**M1 wires**

Supply wires on this layer in gray.
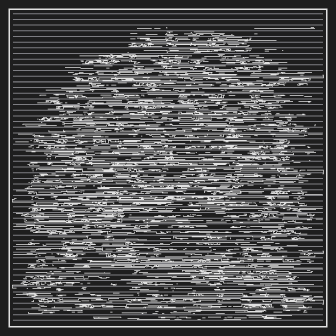
**Metal 2**

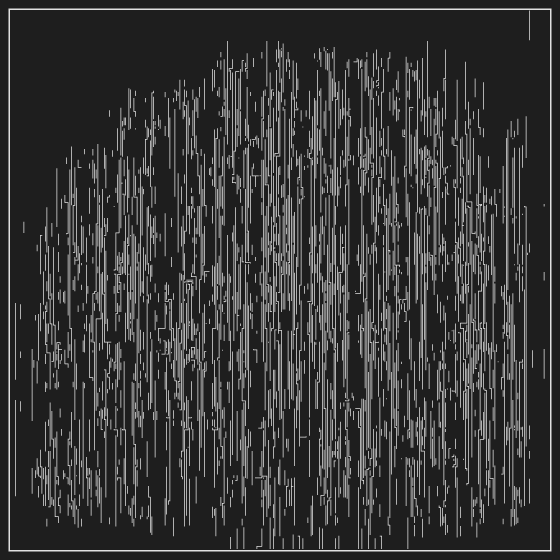
**M3 wires**

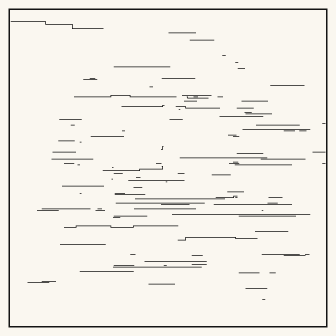
**M4 wires**

Bar = 50 um. Supply wires on this layer in gray.
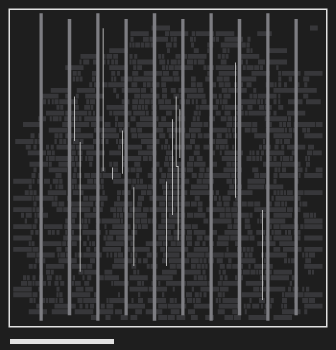
File: config.mk
export PLATFORM = sky130hd
export DESIGN_NAME = rs_encoder_204_188_flat
export DESIGN_NICKNAME = d
export VERILOG_FILES = /design/src/rtl/rs_encoder_204_188_if.sv /design/src/rtl/rs_encoder_204_188.sv /design/src/flat_wrapper.sv
export SDC_FILE = /design/constraint.sdc
export NUM_CORES = 1
export LEC_CHECK = 0
export CORE_UTILIZATION = 40
export DETAILED_ROUTE_END_ITERATION = 16
export PLACE_DENSITY_LB_ADDON = 0.12
export SKIP_CTS_REPAIR_TIMING = 1
export SYNTH_ARGS = -nofsm -noshare
export SYNTH_HDL_FRONTEND = slang
export SYNTH_SLANG_ARGS = --single-unit
File: constraint.sdc
create_clock -name Clk -period 2.7 [get_ports Clk]
set_clock_uncertainty 0.15 [all_clocks]
set_input_delay 0.81 -clock Clk [delete_from_list [all_inputs] [get_ports Clk]]
set_output_delay 0.81 -clock Clk [all_outputs]
set_load 0.02 [all_outputs]
File: src/rtl/rs_encoder_204_188_if.sv
// Byte-stream bus of the RS(204,188) encoder: input handshake and registered codeword output.
interface rs_encoder_204_188_if;
   // A byte moves on a rising Clk edge only when in_valid and in_ready are both 1; the
   // source may hold in_valid as long as it likes and nothing is consumed while in_ready=0.
   logic [7:0] in;
   logic       in_valid;
   logic       in_ready;
   logic [7:0] out;
   logic       out_valid;
   logic       out_sop;
   logic       out_eop;

   modport slave (
      input  in, in_valid,
      output in_ready, out, out_valid, out_sop, out_eop
   );

   modport master (
      output in, in_valid,
      input  in_ready, out, out_valid, out_sop, out_eop
   );
endinterface

File: src/rtl/rs_encoder_204_188.sv
// Systematic shortened RS(204,188) encoder over GF(2^8)/0x11D, 16-stage LFSR, 1-cycle latency.
// Optional RS_ENC_PKT_CNT_EN adds a 16-bit count of completed codewords on pkt_cnt.
module rs_encoder_204_188 #(
   parameter int N_DATA = 188
) (
   input  logic                  Clk,
   input  logic                  Reset,
   rs_encoder_204_188_if.slave   enc_if,
`ifdef RS_ENC_PKT_CNT_EN
   output logic [15:0]           pkt_cnt,
`endif
   output logic [1:0]            dbg_state_o
);

   localparam int N_PAR = 16;
   localparam logic [7:0] LAST_DATA = 8'(N_DATA - 1);
   localparam logic [7:0] LAST_PAR  = 8'(N_DATA + N_PAR - 1);

   typedef enum logic [1:0] {
      IDLE   = 2'd0,
      DATA   = 2'd1,
      PARITY = 2'd2
   } state_t;

   function automatic logic [7:0] gf_mul(input logic [7:0] a, input logic [7:0] b);
      logic [7:0] p;
      logic [7:0] x;
      p = 8'h00;
      x = a;
      for (int k = 0; k < 8; k++) begin
         if (b[k]) p = p ^ x;
         x = {x[6:0], 1'b0} ^ (x[7] ? 8'h1D : 8'h00);
      end
      return p;
   endfunction

   // Coefficient idx of g(x) = prod_{i=0..15} (x + alpha^i), folded at elaboration.
   function automatic logic [7:0] gen_coef(input int idx);
      logic [7:0] g [0:16];
      logic [7:0] root;
      for (int j = 0; j <= 16; j++) g[j] = 8'h00;
      g[0] = 8'h01;
      root = 8'h01;
      for (int i = 0; i < 16; i++) begin
         for (int j = 16; j >= 1; j--) g[j] = g[j-1] ^ gf_mul(g[j], root);
         g[0] = gf_mul(g[0], root);
         root = gf_mul(root, 8'h02);
      end
      return g[idx];
   endfunction

   state_t     state_q;
   logic [7:0] cnt_q;
   logic [7:0] lfsr_q [N_PAR];
   logic [7:0] out_q;
   logic       out_valid_q;
   logic       out_sop_q;
   logic       out_eop_q;
   logic       in_ready_q;
   logic [15:0] pkt_cnt_q;

   logic       xfer;
   logic [7:0] fb;
   logic [7:0] tap        [N_PAR];
   logic [7:0] lfsr_feed  [N_PAR];
   logic [7:0] lfsr_shift [N_PAR];

   assign xfer = enc_if.in_valid & in_ready_q;
   assign fb   = enc_if.in ^ lfsr_q[N_PAR-1];

   for (genvar i = 0; i < N_PAR; i++) begin : g_tap
      localparam logic [7:0] COEF = gen_coef(i);
      assign tap[i] = gf_mul(fb, COEF);
   end

   always_comb begin
      lfsr_feed[0]  = tap[0];
      lfsr_shift[0] = 8'h00;
      for (int i = 1; i < N_PAR; i++) begin
         lfsr_feed[i]  = lfsr_q[i-1] ^ tap[i];
         lfsr_shift[i] = lfsr_q[i-1];
      end
   end

   always_ff @(posedge Clk or negedge Reset) begin
      if (!Reset) begin
         state_q     <= IDLE;
         cnt_q       <= 8'd0;
         lfsr_q      <= '{default: 8'h00};
         out_q       <= 8'h00;
         out_valid_q <= 1'b0;
         out_sop_q   <= 1'b0;
         out_eop_q   <= 1'b0;
         in_ready_q  <= 1'b0;
         pkt_cnt_q   <= 16'd0;
      end else begin
         out_valid_q <= 1'b0;
         out_sop_q   <= 1'b0;
         out_eop_q   <= 1'b0;
         case (state_q)
            IDLE, DATA: begin
               in_ready_q <= 1'b1;
               if (xfer) begin
                  lfsr_q      <= lfsr_feed;
                  out_q       <= enc_if.in;
                  out_valid_q <= 1'b1;
                  out_sop_q   <= (state_q == IDLE);
                  cnt_q       <= cnt_q + 8'd1;
                  if (cnt_q == LAST_DATA) begin
                     state_q    <= PARITY;
                     in_ready_q <= 1'b0;
                  end else begin
                     state_q <= DATA;
                  end
               end
            end
            PARITY: begin
               // Zero feedback drains r15..r0 in order and leaves the LFSR cleared.
               out_q       <= lfsr_q[N_PAR-1];
               out_valid_q <= 1'b1;
               lfsr_q      <= lfsr_shift;
               if (cnt_q == LAST_PAR) begin
                  state_q    <= IDLE;
                  cnt_q      <= 8'd0;
                  in_ready_q <= 1'b1;
                  out_eop_q  <= 1'b1;
                  pkt_cnt_q  <= pkt_cnt_q + 16'd1;
               end else begin
                  cnt_q <= cnt_q + 8'd1;
               end
            end
            default: begin
               state_q    <= IDLE;
               cnt_q      <= 8'd0;
               lfsr_q     <= '{default: 8'h00};
               in_ready_q <= 1'b0;
            end
         endcase
      end
   end

   assign enc_if.in_ready  = in_ready_q;
   assign enc_if.out       = out_q;
   assign enc_if.out_valid = out_valid_q;
   assign enc_if.out_sop   = out_sop_q;
   assign enc_if.out_eop   = out_eop_q;
   assign dbg_state_o      = state_q;

`ifdef RS_ENC_PKT_CNT_EN
   assign pkt_cnt = pkt_cnt_q;
`else
   logic unused_pkt_cnt;
   assign unused_pkt_cnt = ^pkt_cnt_q;
`endif

endmodule

File: src/flat_wrapper.sv
// flat-port wrapper written by rule: the top's interface ports become plain ports
module rs_encoder_204_188_flat 
#(
   parameter int N_DATA = 188
)
  (Clk, Reset, dbg_state_o, enc_if_in, enc_if_in_valid, enc_if_in_ready, enc_if_out, enc_if_out_valid, enc_if_out_sop, enc_if_out_eop);
  rs_encoder_204_188_if enc_if_i ();
  input  logic Clk;
  input  logic Reset;
  output logic [1:0] dbg_state_o;
  input wire logic [$bits(enc_if_i.in)-1:0] enc_if_in;
  input wire logic [$bits(enc_if_i.in_valid)-1:0] enc_if_in_valid;
  output wire logic [$bits(enc_if_i.in_ready)-1:0] enc_if_in_ready;
  output wire logic [$bits(enc_if_i.out)-1:0] enc_if_out;
  output wire logic [$bits(enc_if_i.out_valid)-1:0] enc_if_out_valid;
  output wire logic [$bits(enc_if_i.out_sop)-1:0] enc_if_out_sop;
  output wire logic [$bits(enc_if_i.out_eop)-1:0] enc_if_out_eop;
  assign enc_if_i.in = enc_if_in;
  assign enc_if_i.in_valid = enc_if_in_valid;
  assign enc_if_in_ready = enc_if_i.in_ready;
  assign enc_if_out = enc_if_i.out;
  assign enc_if_out_valid = enc_if_i.out_valid;
  assign enc_if_out_sop = enc_if_i.out_sop;
  assign enc_if_out_eop = enc_if_i.out_eop;
  rs_encoder_204_188 #(.N_DATA(N_DATA)) u_core (.Clk(Clk), .Reset(Reset), .enc_if(enc_if_i), .dbg_state_o(dbg_state_o));
endmodule
==> out/results.ini <==
[finish]
logic_area_um2=5060
ff_count=150
final-clk-cell-share_pct=5.230
largest_register_ff_count=128
top_register=u_core.lfsr_q
buffers=174
area_delta_synth_final_pct=29.45
final_cells=1398
signal_buffer_area_fraction_pct=14.04
dominant_cells=logic gates
final_layout_size_suffix_gt1_share_pct=20.93

[floorplan]
std_cell_rows=54
die_w_um=151.4
chipArea_um2=22920

[setup_path]
path_class=in -> reg
rr_endpoint=u_core.lfsr_q[53]
path_max_fanout=6
slowest_stage=xnor2_2
rr_worst_depth=8
critPathMaxStageDelay_ns=0.42
cp-start-kind=input port

[global_route]
grt-ovfl-total=0
grt_pass1_wl_mm=44.99
grt_pass1_vias=7470

[drt]
viasPerCell=5.622
route.met2.wl_mm=13.38
drc=0
top_layer=met4
wl_per_cell_um=20.69
drtIter0Drc=563

[job]
maxCapViolations=0

[yosys]
yosysUniqueCellTypes=47
top_cells_by_count=dfrtp_1, nand2_1, a21oi_1
ys.warnings.count=0
edf_count=0
area_leaders=dfrtp_1, xnor2_1, a21oi_1
synth_seq_share_pct=42.05

[hold_path]
hold_class=in -> async

[clock_network]
clock_sink_count=150
insertion_delay_ns=0.43
path_clk_slew_ns=0.07

[status]
outcome=finished clean

[placement]
place.gp.congestion=0.8440
numPortBuffers=24
pre_cts_ws_ns=-0.8073
dp_hpwl_mm=19.48

[timing]
period_used_pct=95.28
final_hold_viol_count=0
setup_violations=0
rsz0062_at_grt=no

Back to the opening pictures, 'M1 wires':
longest straight run	74.1 um
wire length on this layer	13600 um
nets with wire on the layer	1048
main direction	horizontal
WL final: 28.92 mm
routed vias: 7859
met1 GRT Util: 38.23%

Back to the opening pictures, 'metal 2':
main direction	vertical
wire length on this layer	13400 um
share of all routed wire	46%
nets with wire on the layer	895
longest straight run	67.1 um
routing usage on met2: 40.84%

Back to the opening pictures, 'M3 wires':
longest straight run	66.0 um
share of all routed wire	4.9%
nets with wire on the layer	74
wire length on this layer	1400 um
main direction	horizontal
met3 usage: 4.759%

Back to the opening pictures, 'M4 wires':
wire length on this layer	500 um
share of all routed wire	1.7%
longest straight run	68.0 um

